==> images/layer_met1.png <==
Scale bar: 100 µm.
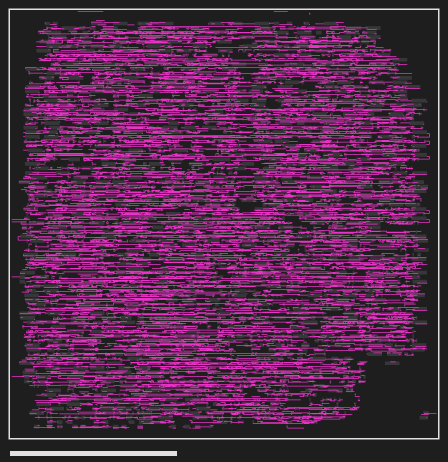
==> images/congestion.png <==
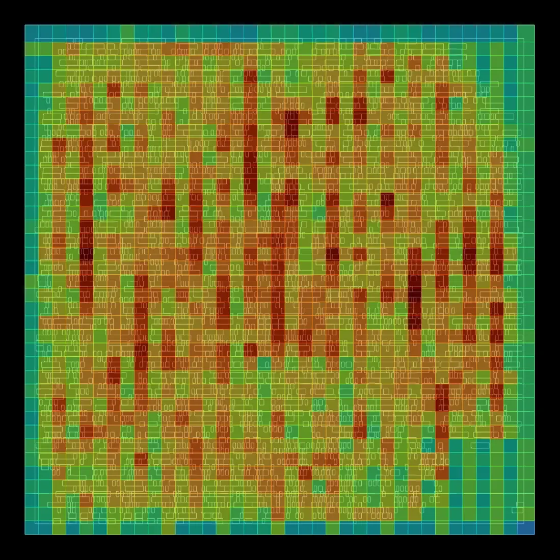
==> images/metal_density.png <==
26 x 26 tiles, from white (low) to dark blue (high), scaled to the fullest tile. Values are wire area over tile area, all layers added.
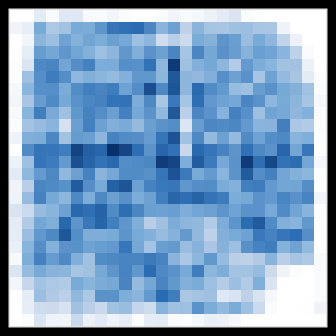
==> images/detail.png <==
Scale bar: 5 µm. Window x 183 to 203, y 183 to 203 µm. Cells in grey, sequential cells in the stronger grey; small squares are vias.
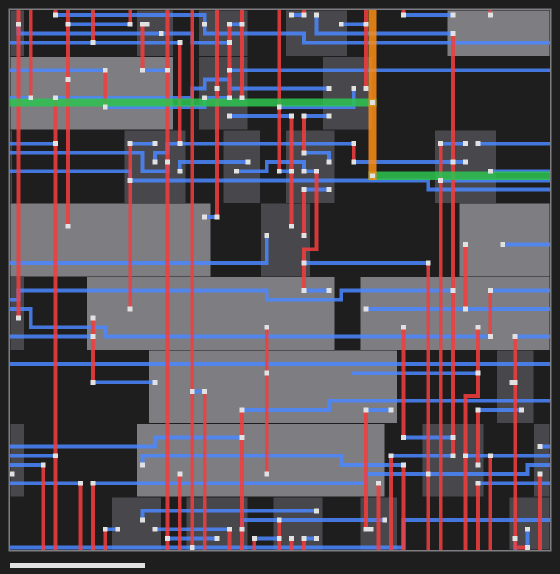
==> images/wires.png <==
Scale bar: 100 µm. Two of the layers only.
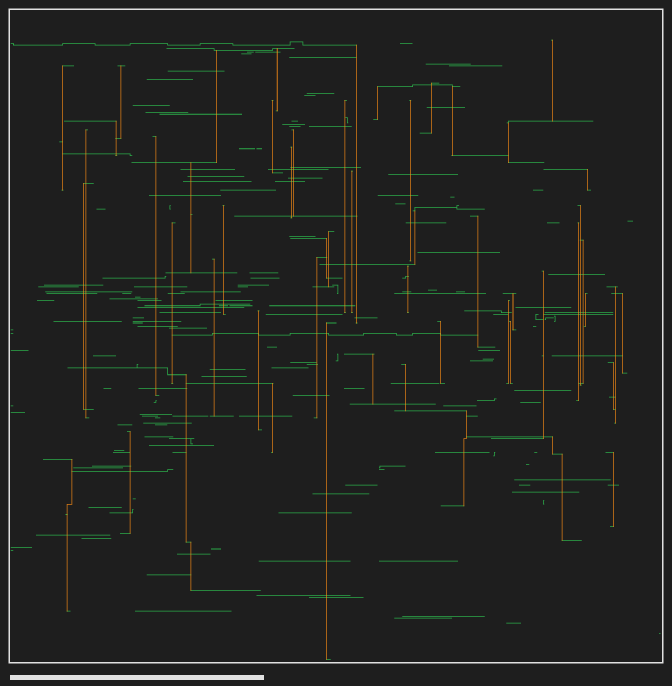
[src/rtl/dadd_acc_pipe.sv]
// dadd_acc_pipe: address-indexed signed accumulator bank with saturation,
// overflow flagging and a global clear. Every accepted sample either adds into
// or overwrites entry [addr]. The updated value appears with its address three
// cycles after the sample is presented.
// Ports:
//   clk, rst_n        clock and asynchronous active-low reset
//   dadd_in_en        sample valid (one sample per cycle, never stalled)
//   dadd_in_op        0 = accumulate, 1 = load
//   dadd_in_addr      accumulator index
//   dadd_in           signed sample
//   dadd_clr          synchronous clear of the bank and every in-flight sample
//   dadd_out_en       result valid, one pulse per accepted sample
//   dadd_out_addr     index of the result
//   dadd_out          updated (saturated or wrapped) accumulator value
//   dadd_out_ovf      overflow occurred on this update
module dadd_acc_pipe #(
  parameter int DATA_W = 16,
  parameter int ADDR_W = 4,
  parameter int ACC_W  = 24,
  parameter bit SAT_EN = 1'b1
) (
  input  logic                     clk,
  input  logic                     rst_n,
  input  logic                     dadd_in_en,
  input  logic                     dadd_in_op,
  input  logic [ADDR_W-1:0]        dadd_in_addr,
  input  logic signed [DATA_W-1:0] dadd_in,
  input  logic                     dadd_clr,
  output logic                     dadd_out_en,
  output logic [ADDR_W-1:0]        dadd_out_addr,
  output logic signed [ACC_W-1:0]  dadd_out,
  output logic                     dadd_out_ovf
);

  localparam int DEPTH = 1 << ADDR_W;

  logic signed [ACC_W-1:0] bank [DEPTH];

  // S1: registered input sample
  logic                     s1_vld;
  logic                     s1_op;
  logic [ADDR_W-1:0]        s1_addr;
  logic signed [DATA_W-1:0] s1_data;

  // S2: sample (already sign-extended) plus the accumulator operand
  logic                     s2_vld;
  logic                     s2_op;
  logic [ADDR_W-1:0]        s2_addr;
  logic signed [ACC_W-1:0]  s2_ext;
  logic signed [ACC_W-1:0]  s2_acc;

  // S3 result, computed combinationally from S2
  logic signed [ACC_W:0]    sum;
  logic                     add_ovf;
  logic signed [ACC_W-1:0]  res;
  logic                     res_ovf;
  logic signed [ACC_W-1:0]  s2_acc_nxt;

  localparam logic signed [ACC_W-1:0] ACC_MAX = {1'b0, {(ACC_W-1){1'b1}}};
  localparam logic signed [ACC_W-1:0] ACC_MIN = {1'b1, {(ACC_W-1){1'b0}}};

  // One extra bit of headroom; overflow is judged on the ACC_W-bit signs.
  assign sum     = {s2_acc[ACC_W-1], s2_acc} + {s2_ext[ACC_W-1], s2_ext};
  assign add_ovf = (s2_acc[ACC_W-1] == s2_ext[ACC_W-1]) &&
                   (sum[ACC_W-1] != s2_acc[ACC_W-1]);

  always_comb begin
    res     = s2_ext;
    res_ovf = 1'b0;
    if (!s2_op) begin
      res = sum[ACC_W-1:0];
      if (add_ovf) begin
        res_ovf = 1'b1;
        if (SAT_EN) res = s2_acc[ACC_W-1] ? ACC_MIN : ACC_MAX;
      end
    end
  end

  // The result is written back to the bank on the same edge that S2 is
  // loaded, so a same-address sample sitting in S1 takes the fresh result
  // instead of the stale bank entry. Anything further behind reads the bank
  // after the write has landed, so this single bypass keeps strict program
  // order for any mix of back-to-back same-address samples.
  assign s2_acc_nxt = (s2_vld && (s2_addr == s1_addr)) ? res : bank[s1_addr];

  always_ff @(posedge clk or negedge rst_n) begin
    if (!rst_n) begin
      s1_vld  <= 1'b0;
      s1_op   <= 1'b0;
      s1_addr <= '0;
      s1_data <= '0;
      s2_vld  <= 1'b0;
      s2_op   <= 1'b0;
      s2_addr <= '0;
      s2_ext  <= '0;
      s2_acc  <= '0;
    end else begin
      s1_vld <= dadd_in_en && !dadd_clr;
      if (dadd_in_en) begin
        s1_op   <= dadd_in_op;
        s1_addr <= dadd_in_addr;
        s1_data <= dadd_in;
      end
      s2_vld <= s1_vld && !dadd_clr;
      if (s1_vld) begin
        s2_op   <= s1_op;
        s2_addr <= s1_addr;
        s2_ext  <= ACC_W'(s1_data);
        s2_acc  <= s2_acc_nxt;
      end
    end
  end

  // Output register: data fields hold their last value while idle.
  always_ff @(posedge clk or negedge rst_n) begin
    if (!rst_n) begin
      dadd_out_en   <= 1'b0;
      dadd_out_addr <= '0;
      dadd_out      <= '0;
      dadd_out_ovf  <= 1'b0;
    end else begin
      dadd_out_en <= s2_vld && !dadd_clr;
      if (s2_vld && !dadd_clr) begin
        dadd_out_addr <= s2_addr;
        dadd_out      <= res;
        dadd_out_ovf  <= res_ovf;
      end
    end
  end

  // Bank write-back; clear wins over the write of the sample being dropped.
  always_ff @(posedge clk or negedge rst_n) begin
    if (!rst_n) begin
      for (int i = 0; i < DEPTH; i++) bank[i] <= '0;
    end else if (dadd_clr) begin
      for (int i = 0; i < DEPTH; i++) bank[i] <= '0;
    end else if (s2_vld) begin
      bank[s2_addr] <= res;
    end
  end

endmodule

[config.mk]
export PLATFORM = sky130hd
export DESIGN_NAME = dadd_acc_pipe
export DESIGN_NICKNAME = d
export VERILOG_FILES = /design/src/rtl/dadd_acc_pipe.sv
export SDC_FILE = /design/constraint.sdc
export NUM_CORES = 1
export LEC_CHECK = 0
export ABC_AREA = 1
export CELL_PAD_IN_SITES_DETAIL_PLACEMENT = 1
export CELL_PAD_IN_SITES_GLOBAL_PLACEMENT = 1
export CORE_MARGIN = 5
export CORE_UTILIZATION = 40
export CTS_BUF_LIST = sky130_fd_sc_hd__clkbuf_8 sky130_fd_sc_hd__clkbuf_16
export DETAILED_ROUTE_END_ITERATION = 10
export GPL_TIMING_DRIVEN = 1
export PLACE_DENSITY_LB_ADDON = 0.1
export SYNTH_ARGS = -nofsm -noshare
export SYNTH_HDL_FRONTEND = slang
export SYNTH_SLANG_ARGS = --single-unit
export TNS_END_PERCENT = 5
[constraint.sdc]
create_clock -name clk -period 2.9 [get_ports clk]
set_clock_uncertainty 0.15 [all_clocks]
set_input_delay 0.725 -clock clk [delete_from_list [all_inputs] [get_ports clk]]
set_output_delay 0.725 -clock clk [all_outputs]
set_load 0.02 [all_outputs]
==> CHANGELOG.md <==
## Flow update

- Vias in the first global route: 24,300
- Init Core Util: between 40 and 50%
- FF-to-FF Start: s2_ext[15]$_DFFE_PN0P_
- CTS buffer count: 55
- Post-layout min period: 2.77 ns
- Post-layout period usage: 95.7%
- First-pass GRT wire length: 144 mm
- Cts hold-fix bufs: 1
- Area Growth Syn to Fin: 16.6%
- Dominant kind of combinational cell: simple AND/OR/NAND/NOR gates
- Reg power frac: 36.6%
- Worst setup path start: s2_ext[15]$_DFFE_PN0P_
- Syn Std Cell Area: 24,400 µm²
- CP peak stage delay: 0.50 ns
- WHS Endpoint: bank[322]$_DFFE_PN0P_
- Root buf cell: clkbuf_16
- Setup Viol. Count Final: 0
- FP Rows: 90
- Crit path capture: bank[21]$_DFFE_PN0P_
- Crit-path leading delay family: simple AND/OR/NAND/NOR gates
- Endpoint type of the worst setup path: flip-flop
- Hold_ws: 0.324 ns
- Worst Setup Start Kind: flip-flop
- Number of flip-flops under the largest register name: 384
- Clk ins delay skew pair: slightly above 0.6 ns
- Leakage: between 0.01 and 0.015 µW
- Clk sinks: around 480
- XOR Share, Synth: less than 1%
- P_sw: between 7000 and 8000 µW
- Largest regs: bank x384, dadd_out x24, s2_acc x24
- Met2 WL post-DR: ~45 mm
- Dpl cell area: 26,600 µm²
- Max-area cell share: around half
- OpenROAD warning count: 29
- Cell Chain, Critical Path: ha_1 -> nand2_1 -> nand2_1 -> nand2_1 -> nand2_1 -> a21oi_1 -> buf_4 -> nand3_4 -> a21oi_4 -> buf_4 -> nand2_1 -> nand2_1 -> buf_12 -> o22ai_1
- Synthesized area per cell: 7.64 µm²
- Antenna violations before repair: 1
- Post-Syn Instances: 3,192
- CTS tree: yes
- Sw Share: 35.3%
- Register area share after synthesis: 49.4%
- Yosys top cell by instances: nand2_1
- Final Max Slew Viols: 0
- Place WS: -0.00425 ns
- Reg2reg path depth: 14
- ANT nets after route: 0
- Clock power frac: 34.2%
- Worst-path clk slew: 0.06 ns
- FF/Latch Area: ~12,000 µm²
- Yosys warns: 0
- Die area: 66,000 µm²
- Vias per cell: ~5.6
- Logic area: 10,200 µm²
- Postcts setup bufs: 0
- Worst reg-to-reg setup slack: approximately 0.13 ns
- Crit path depth: 14
- Share of layout cells above drive strength 1: 9.32%
- Fin. Hold Viols: 0
- Global route overflow: 0
- Combinational share of power: 29.1%
- Max-slew headroom: between 40% and 50%
- Post-cts resize count: 2
- Post-synth mux share: 0%
- Busiest grt layer: met2
- RR Endpoint: bank[21]$_DFFE_PN0P_
- Chip width: 257 µm
- DRC: 0
- Most numerous logic cell after layout: nand2_1
- Port Buffers: 54
- EDFF count, synth: 0
- Chip Area, Yosys: 24,400 µm²
- Post-Synth AOI/OAI Area: 14.4%
- Count of different cell masters after synthesis: 38
- Number of cells in Yosys stat: 3,192
- RSZ-0062 raised after global routing: yes
- Die H: approximately 260 µm
- Number of max-cap violations: 0
- Layout fillers: 7,364
- Number of nets in the layout: ~3,300
- HP Start: bank[322]$_DFFE_PN0P_
- Hold crit path type: flip-flop to flip-flop
- Synth area leaders: dfrtp_1 49%, nand2_1 15%, o21ai_0 7.1%
- Worst hold stages: 2
- CP required: 3.20 ns
- Biggest register: bank
- H-tree Lvls: 2
- FMAX: 0.360 GHz
- First-pass DRT Iterations: 5
- Core Box Area: 60,400 µm²
- Worst Path Max Fanout: 11
- Final setup margin: ~0.13 ns
- Final design instance area without fill: 28,500 µm²
- DR iter-0 viols: 1,680
- Largest net degree at the start of global routing: 161
- Status: complete, no violations
- Main synth FF type: dfrtp_1
About layer_met1.png:
wire length on this layer: 40.8 mm
main direction: horizontal
nets with wire on the layer: 3,081
share of all routed wire: 45%
longest straight run: 83.7 µm
via count: 22,600
M1 GR Usage: 37.1%

About congestion.png:
met2 Use GR: 47.2%
met3 usage: 2.52%

About metal_density.png:
tiles over half the peak: 46%
nearly empty tiles: 7.8%
emptiest ninth of the die: bottom right
mean over tiles: 0.22
fullest tile: 0.49
GRT Resource Usage Total: 27.4%
WL per Instance: 22.6 µm
total wire length: 91.6 mm

About detail.png:
[metal 2] red
[metal 1] blue
[metal 3] green
[metal 4] orange
sequential cells in the window: 6
most frequent: dfrtp_1 (6), o22ai_1 (5)
netlist names of flops here include: bank (6)
cells with their middle in the window: 23

About wires.png:
[metal 4] orange | wire length: 2,400 µm
[metal 3] green | wire length: 3,380 µm

[through the flow]
step	TNS [ns]	total power, µW	std cells	util [%]
finish	0	20000	4055	47.2
detailed placement	-0.00425	13100	3957	44.0
global placement	0	13000	3957	44.0
CTS	0	20000	4054	46.9
global route	-0.618	20900	4055	47.2
floorplan	0	10400	3192	-
[power groups by stage]
stage,Combinational [µW],Sequential (µW),Clock [µW]
floorplan,2920,7510,0
global placement,5620,7420,0
detailed placement,5700,7430,0
CTS,5750,7320,6950
global route,6260,7350,7230
finish,5820,7320,6830
[layout make-up]
class | instances | area share (%)
antenna | 1 | 0.00879
tap | 782 | 3.44
clock inverter | 25 | 0.519
multi-input combinational | 2129 | 35.7
sequential | 482 | 42.4
inverter | 362 | 4.82
timing repair buffer | 203 | 7.42
clock buffer | 71 | 5.65
Power figures rest on the tool's default switching activity, not on a simulated workload.
